<file path="src/rtl/pipeline_ctrl.sv">
// Pipeline hazard/stall/flush controller: drives the per-stage register enables and clears,
// tracks memory-wait, flush and stall events, and flags overlong memory waits.
module pipeline_ctrl #(
  parameter int CNT_W   = 16,
  parameter int TIMEOUT = 255
) (
  input  logic             clk,
  input  logic             rst,
  input  logic [3:0]       id_src1,
  input  logic [3:0]       id_src2,
  input  logic             id_two_src,
  input  logic             id_valid,
  input  logic [3:0]       exe_dest,
  input  logic             exe_wb_en,
  input  logic             exe_mem_read,
  input  logic [3:0]       mem_dest,
  input  logic             mem_wb_en,
  input  logic             fwd_en,
  input  logic             exe_branch_taken,
  input  logic             mem_ready,
  output logic             pc_en,
  output logic             if_id_en,
  output logic             if_id_clr,
  output logic             id_exe_en,
  output logic             id_exe_clr,
  output logic             exe_mem_en,
  output logic             mem_wb_en_o,
  output logic [1:0]       state,
  output logic [CNT_W-1:0] stall_cnt,
  output logic [CNT_W-1:0] freeze_cnt,
  output logic [CNT_W-1:0] flush_cnt,
  output logic             mem_timeout
);

  localparam int WAIT_W = (TIMEOUT < 1) ? 1 : $clog2(TIMEOUT + 1);
  localparam logic [WAIT_W-1:0] WAIT_MAX = WAIT_W'(TIMEOUT);

  typedef enum logic [1:0] {
    RUN      = 2'd0,
    MEM_WAIT = 2'd1,
    FLUSH    = 2'd2
  } state_t;

  state_t            state_q, state_d;
  logic              hazard, freeze, flush, stall;
  logic              match_exe, match_mem;
  logic [WAIT_W-1:0] wait_cnt, wait_nxt;

  // Source-register comparison against EXE and MEM destinations.
  always_comb begin
    match_exe = exe_wb_en && ((id_src1 == exe_dest) || (id_two_src && id_src2 == exe_dest));
    match_mem = mem_wb_en && ((id_src1 == mem_dest) || (id_two_src && id_src2 == mem_dest));
    if (fwd_en)
      hazard = id_valid && (state_q != FLUSH) && match_exe && exe_mem_read;
    else
      hazard = id_valid && (state_q != FLUSH) && (match_exe || match_mem);
  end

  assign freeze = !mem_ready;
  assign flush  = mem_ready && exe_branch_taken;
  assign stall  = mem_ready && !exe_branch_taken && hazard;

  // FSM: state register.
  // NOTE: sequential state uses non-blocking assignments so every register samples pre-edge values.
  always_ff @(posedge clk or posedge rst) begin
    if (rst) state_q <= RUN;
    else     state_q <= state_d;
  end

  // FSM: next state, independent of the current state.
  always_comb begin
    if (!mem_ready)            state_d = MEM_WAIT;
    else if (exe_branch_taken) state_d = FLUSH;
    else                       state_d = RUN;
  end

  // FSM: control outputs, priority freeze > flush > stall > run.
  // NOTE: every output gets a default first so no path leaves one unassigned and infers a latch.
  always_comb begin
    pc_en       = 1'b1;
    if_id_en    = 1'b1;
    if_id_clr   = 1'b0;
    id_exe_en   = 1'b1;
    id_exe_clr  = 1'b0;
    exe_mem_en  = 1'b1;
    mem_wb_en_o = 1'b1;
    if (freeze) begin
      pc_en       = 1'b0;
      if_id_en    = 1'b0;
      id_exe_en   = 1'b0;
      exe_mem_en  = 1'b0;
      mem_wb_en_o = 1'b0;
    end else if (flush) begin
      if_id_clr  = 1'b1;
      id_exe_clr = 1'b1;
    end else if (stall) begin
      pc_en      = 1'b0;
      if_id_en   = 1'b0;
      id_exe_clr = 1'b1;
    end
  end

  assign state = state_q;

  // Consecutive memory-wait cycles, saturating at TIMEOUT.
  always_comb begin
    wait_nxt = wait_cnt;
    if (mem_ready)              wait_nxt = '0;
    else if (wait_cnt != WAIT_MAX) wait_nxt = wait_cnt + 1'b1;
  end

  always_ff @(posedge clk or posedge rst) begin
    if (rst) begin
      wait_cnt    <= '0;
      mem_timeout <= 1'b0;
    end else begin
      wait_cnt <= wait_nxt;
      if (freeze && wait_nxt == WAIT_MAX) mem_timeout <= 1'b1;
    end
  end

  // Saturating event counters.
  always_ff @(posedge clk or posedge rst) begin
    if (rst) begin
      stall_cnt  <= '0;
      freeze_cnt <= '0;
      flush_cnt  <= '0;
    end else begin
      if (stall  && stall_cnt  != '1) stall_cnt  <= stall_cnt  + 1'b1;
      if (freeze && freeze_cnt != '1) freeze_cnt <= freeze_cnt + 1'b1;
      if (flush  && flush_cnt  != '1) flush_cnt  <= flush_cnt  + 1'b1;
    end
  end

endmodule

</file>
<file path="config.mk">
export PLATFORM = sky130hd
export DESIGN_NAME = pipeline_ctrl
export DESIGN_NICKNAME = d
export VERILOG_FILES = /design/src/rtl/pipeline_ctrl.sv
export SDC_FILE = /design/constraint.sdc
export NUM_CORES = 1
export LEC_CHECK = 0
export ABC_CLOCK_PERIOD_IN_PS = 5400
export CAP_MARGIN = 20
export CORE_ASPECT_RATIO = 0.6
export CORE_UTILIZATION = 40
export CTS_CLUSTER_DIAMETER = 100
export DETAILED_ROUTE_END_ITERATION = 10
export GPL_TIMING_DRIVEN = 1
export HOLD_SLACK_MARGIN = 0.12
export PLACE_DENSITY = 0.65
export SKIP_LAST_GASP = 1
export SLEW_MARGIN = 25
export SYNTH_ARGS = -nofsm -noshare
export SYNTH_HDL_FRONTEND = slang
export SYNTH_SLANG_ARGS = --single-unit
</file>
<file path="constraint.sdc">
create_clock -name clk -period 5.4 [get_ports clk]
set_input_delay 0.81 -clock clk [delete_from_list [all_inputs] [get_ports clk]]
set_output_delay 0.81 -clock clk [all_outputs]
set_load 0.01 [all_outputs]
</file>
==> GITHUB_STEP_SUMMARY <==
### Flow metrics

| Metric | Value |
|---|---|
| Netlist area before placement | 0.00311 mm^2 |
| Total of buffers placed on input and output ports | 83 |
| Registers, synthesis | 59 |
| Post_cts resized | 0 |
| Min Clock Period, post-route | 3.93 ns |
| Final Hold Violating Endpoints | 0 |
| Aggregate negative setup slack | 0 ns |
| Number of standard cells reported by yosys | 292 |
| Largest non-sequential cell family by area | simple AND/OR/NAND/NOR gates |
| Required time of the worst setup path | 4.59 ns |
| Fin nets | 412 |
| Psw | 398 uW |
| Post-route antenna net violation count | 0 |
| Tally of OpenROAD warnings | 26 |
| Ranking of synthesized cells by area | dfrtp_1 (48%), xor2_1 (11%), xnor2_1 (5.9%) |
| Final Max-Slew Violation Tally | 0 |
| Hold crit path type | register to register |
| Overall die area | 0.00814 mm^2 |
| Maximum fanout count along the critical path | 16 |
| XOR Share, Synth | 0.172 |
| Post-synthesis share of cell area spent on full adders, half adders and majority gates | 0.0161 |
| Wire length of the first global-routing pass | 11800 um |
| List of cells traversed by the critical path | clkdlybuf4s50_1 > xor2_1 > nor3_1 > a31oi_1 > o32a_4 > nor2_1 > o21a_1 > clkdlybuf4s50_1 |
| Net count after synthesis | 322 |
| Core area | 0.00739 mm^2 |
| DRC violation total after the first TritonRoute iteration | 112 |
| Internal cell power | 1.06 mW |
| Achievable Freq | 255 MHz |
| Number of distinct library cells after synthesis | 42 |
| Max Cap Violations | 0 |
| Die outline width | 116 um |
| Number of cells produced by synthesis | 292 |
| Worst slew margin relative to its limit | 0.500 |
| Ant. Diodes | 0 |
| Placer's final routability congestion estimate | 0.876 |
| Clock tree from TritonCTS | yes |
| First-pass detailed-route iteration total | 4 |
| Leading area contributor after synthesis | dfrtp_1 |
| Post-Place Cell Area | 0.00404 mm^2 |
| Count of buffers added by post-CTS timing repair for setup | 0 |
| Std cell rows | 24 |
| Crit. End Element | output pin |
| Syn avg cell area | 10.6 um^2 |
| Count of non-filler cells in the finished layout | 491 |
| Number of sinks driven by the clock tree | 59 |
| Util after Layout | 0.589 |
| Share of cell area taken by muxes after synthesis | 0.0177 |
| Latest clock arrival within the worst-skew pair | 0.32 ns |
| Number of placed cells counting well taps | 475 |
| Sort of element at the start of the critical path | primary input |
| Fraction of the mapped netlist area in simple logic gates | 0.248 |
| Vias per cell | 5.04 |
| Synth Seq Share | 0.475 |
| Most numerous cell on the critical path | clkdlybuf4s50_1 |
| Stage delay of the slowest cell on the critical path | 0.53 ns |
| Area share of the leading cell type in the synthesized netlist | 0.475 |
| Total leakage power | 1.89 nW |
| Net switching fraction of the power | 0.273 |
| Period utilization | 0.728 |
| Result of the run | complete, no violations |
| Setup repair after global routing missed its margin | no |
| Clock root buffer | clkbuf_16 |
| Average wire length per cell after detail routing | 14.5 um |
| Type of the worst setup path | primary input to output pin |
| DRC violation count after routing | 0 |
| Yosys-reported design area after synthesis | 0.00311 mm^2 |
| Proportion of power drawn by flip-flops and latches | 0.399 |
| Clock power frac | 0.401 |
| Clock Skew | 0.00461 ns |
| Critical path arrival | 3.12 ns |
| Vertical die dimension | 70.3 um |
| Slowest CP cell | clkdlybuf4s50_1 |
| Overall power after layout | 1.46 mW |
| Maximum buffer depth of the clock tree | 2 |
| Post-CTS clock slew at the launch and capture registers of the worst setup and hold paths | 0.05 ns |
| Global router's overall resource usage | 0.189 |
| Share of the core filled by cells before placement | 0.421 |
| Clock buffer count from CTS | 9 |
| Synth warnings | 0 |
| Power density over the cells | 335 mW/mm^2 |
| Final HPWL DP | 5200 um |
| Tightest Pin Transition | 0.744 ns |
| Worst-case vdd ir drop | 0.000177 V |
| Number of primary I/O pins | 84 |
| Count of endpoints failing setup in the final report | 0 |
| GRT Residual Overflow | 0 |
| Share of power burned in combinational logic | 0.200 |
| Yosys aoi share | 0.0475 |
| Via count of the first global-routing pass | 2393 |
| Share of final-layout standard cells stronger than drive strength 1 | 0.0956 |
| Initial antenna violation count | 0 |
| Largest net degree at the start of global routing | 52 |
| Hold_buf cts | 0 |
-- worst max-delay path: cells and delay by family --
kind	cells	cell delay (ns)
compound gates	3	0.70
simple gates	2	0.43
buf+inv	2	0.98
xor+xnor	1	0.18
-- layout make-up --
type                    instances  area, um^2
inverters                       8        30.0
repair buffers                 85         846
flip-flops and latches         59        1480
clock inverters                 4        47.5
multi-input cells             219        1560
fillers                       654        3030
clock buffers                  12         267
well taps                     104         130
-- synth_stat cells, drive strengths merged --
cell type,n
dfrtp,59
xor2,40
nor2,27
nand2,24
nand4,21
xnor2,21
nor3,17
nand3,15
inv,8
nor4,7
buf,5
a31oi,4
and3,4
ha,4
mux2,4
a21oi,3
nand2b,3
or3,3
a211oi,2
and2,2
and4,2
nor2b,2
o211a,2
o21ai,2
a41o,1
and4b,1
clkbuf,1
mux2i,1
nand4b,1
nor3b,1
nor4b,1
nor4bb,1
o21a,1
o21bai,1
o32a,1
-- final timing paths --
path,to,slack (ns),depth (start not counted),from
setup / recovery,id_exe_clr,1.47,8,id_src2[1]
hold / removal,mem_timeout$_DFFE_PP0P_,0.48,1,mem_timeout$_DFFE_PP0P_
setup reg to reg,freeze_cnt[13]$_DFFE_PP0P_,3.37,6,freeze_cnt[5]$_DFFE_PP0P_
hold reg to reg,mem_timeout$_DFFE_PP0P_,0.48,1,mem_timeout$_DFFE_PP0P_
max in group asynchronous,stall_cnt[10]$_DFFE_PP0P_,3.79,3,rst
min in group asynchronous,wait_cnt[4]$_DFF_PP0_,0.71,2,rst
-- cells by family (layout without fill, tap and decap cells) --
kind of cell	after synthesis	after routing
AOI/OAI and AO/OA	17	17
xor gates and xnor gates	61	61
and+or+nand+nor	132	132
buffers and inverters	14	109
adders and majority gates	4	4
DFF	59	59
muxes	5	5
-- through the flow --
step	setup slack (ns)	hold slack [ns]
after detailed placement	1.47	0.460
after global placement	1.52	0.467
after floorplan	2.42	0.503
after CTS	1.48	0.486
after global routing	1.35	0.494
final	1.47	0.480
-- layer usage --
metal,GRT usage,part of all wire,wire (um)
met1,0.291,0.54,3820
met2,0.245,0.40,2850
met3,0.0651,0.054,382
met4,0.0513,0.0077,55
met5,0,0,0
-- cells in the final DEF, fill, tap and decap left out, drive strengths merged, types with 7 or more instances in the layout --
cell	count
clkbuf	12
inv	8
nor2	27
nand2	24
nand3	15
dfrtp	59
clkdlybuf4s50	83
nor4	7
xnor2	21
nor3	17
xor2	40
nand4	21
-- state kept, by name, indices dropped and copies added, names as in the netlist --
signal	flops
state	2
flush_cnt	16
stall_cnt	16
mem_timeout	1
freeze_cnt	16
wait_cnt	8
-- power groups by stage --
stage / clock network (mW) / logic (mW) / registers (mW)
2_1_floorplan: 0 / 0.112 / 0.598
3_3_place_gp: 0 / 0.287 / 0.587
3_5_place_dp: 0 / 0.294 / 0.588
4_1_cts: 0.597 / 0.296 / 0.581
5_1_grt: 0.623 / 0.317 / 0.595
6_report: 0.585 / 0.292 / 0.583
m2.png
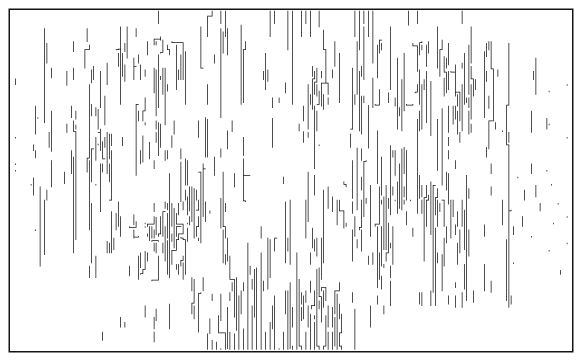
wire length on this layer	2850 um
longest straight run	33.5 um
nets with wire on the layer	348
share of all routed wire	40%
vias post-DR: 2473
final wirelength: 7110 um
fraction of met2 tracks used by global routing: 0.245

sizing.png
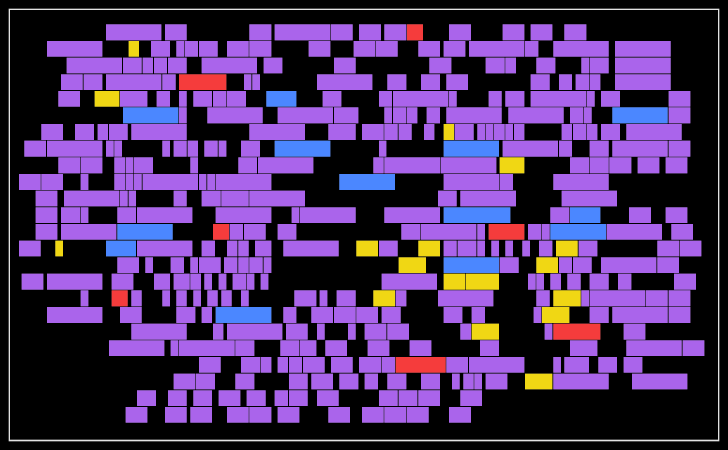
color	size	cells	share
red	x3 and x4	7	1.8%
blue	x6 and larger	13	3.4%
purple	x1 and smaller	350	90%
yellow	x2	17	4.4%
design area: 0.00435 mm^2
crit path setup slack, layout: 1.47 ns
relative area change from synthesis to final layout: 40.1%
total of plain and repair buffers excluding clock buffers: 85

Power is estimated from default activity; no workload was simulated.
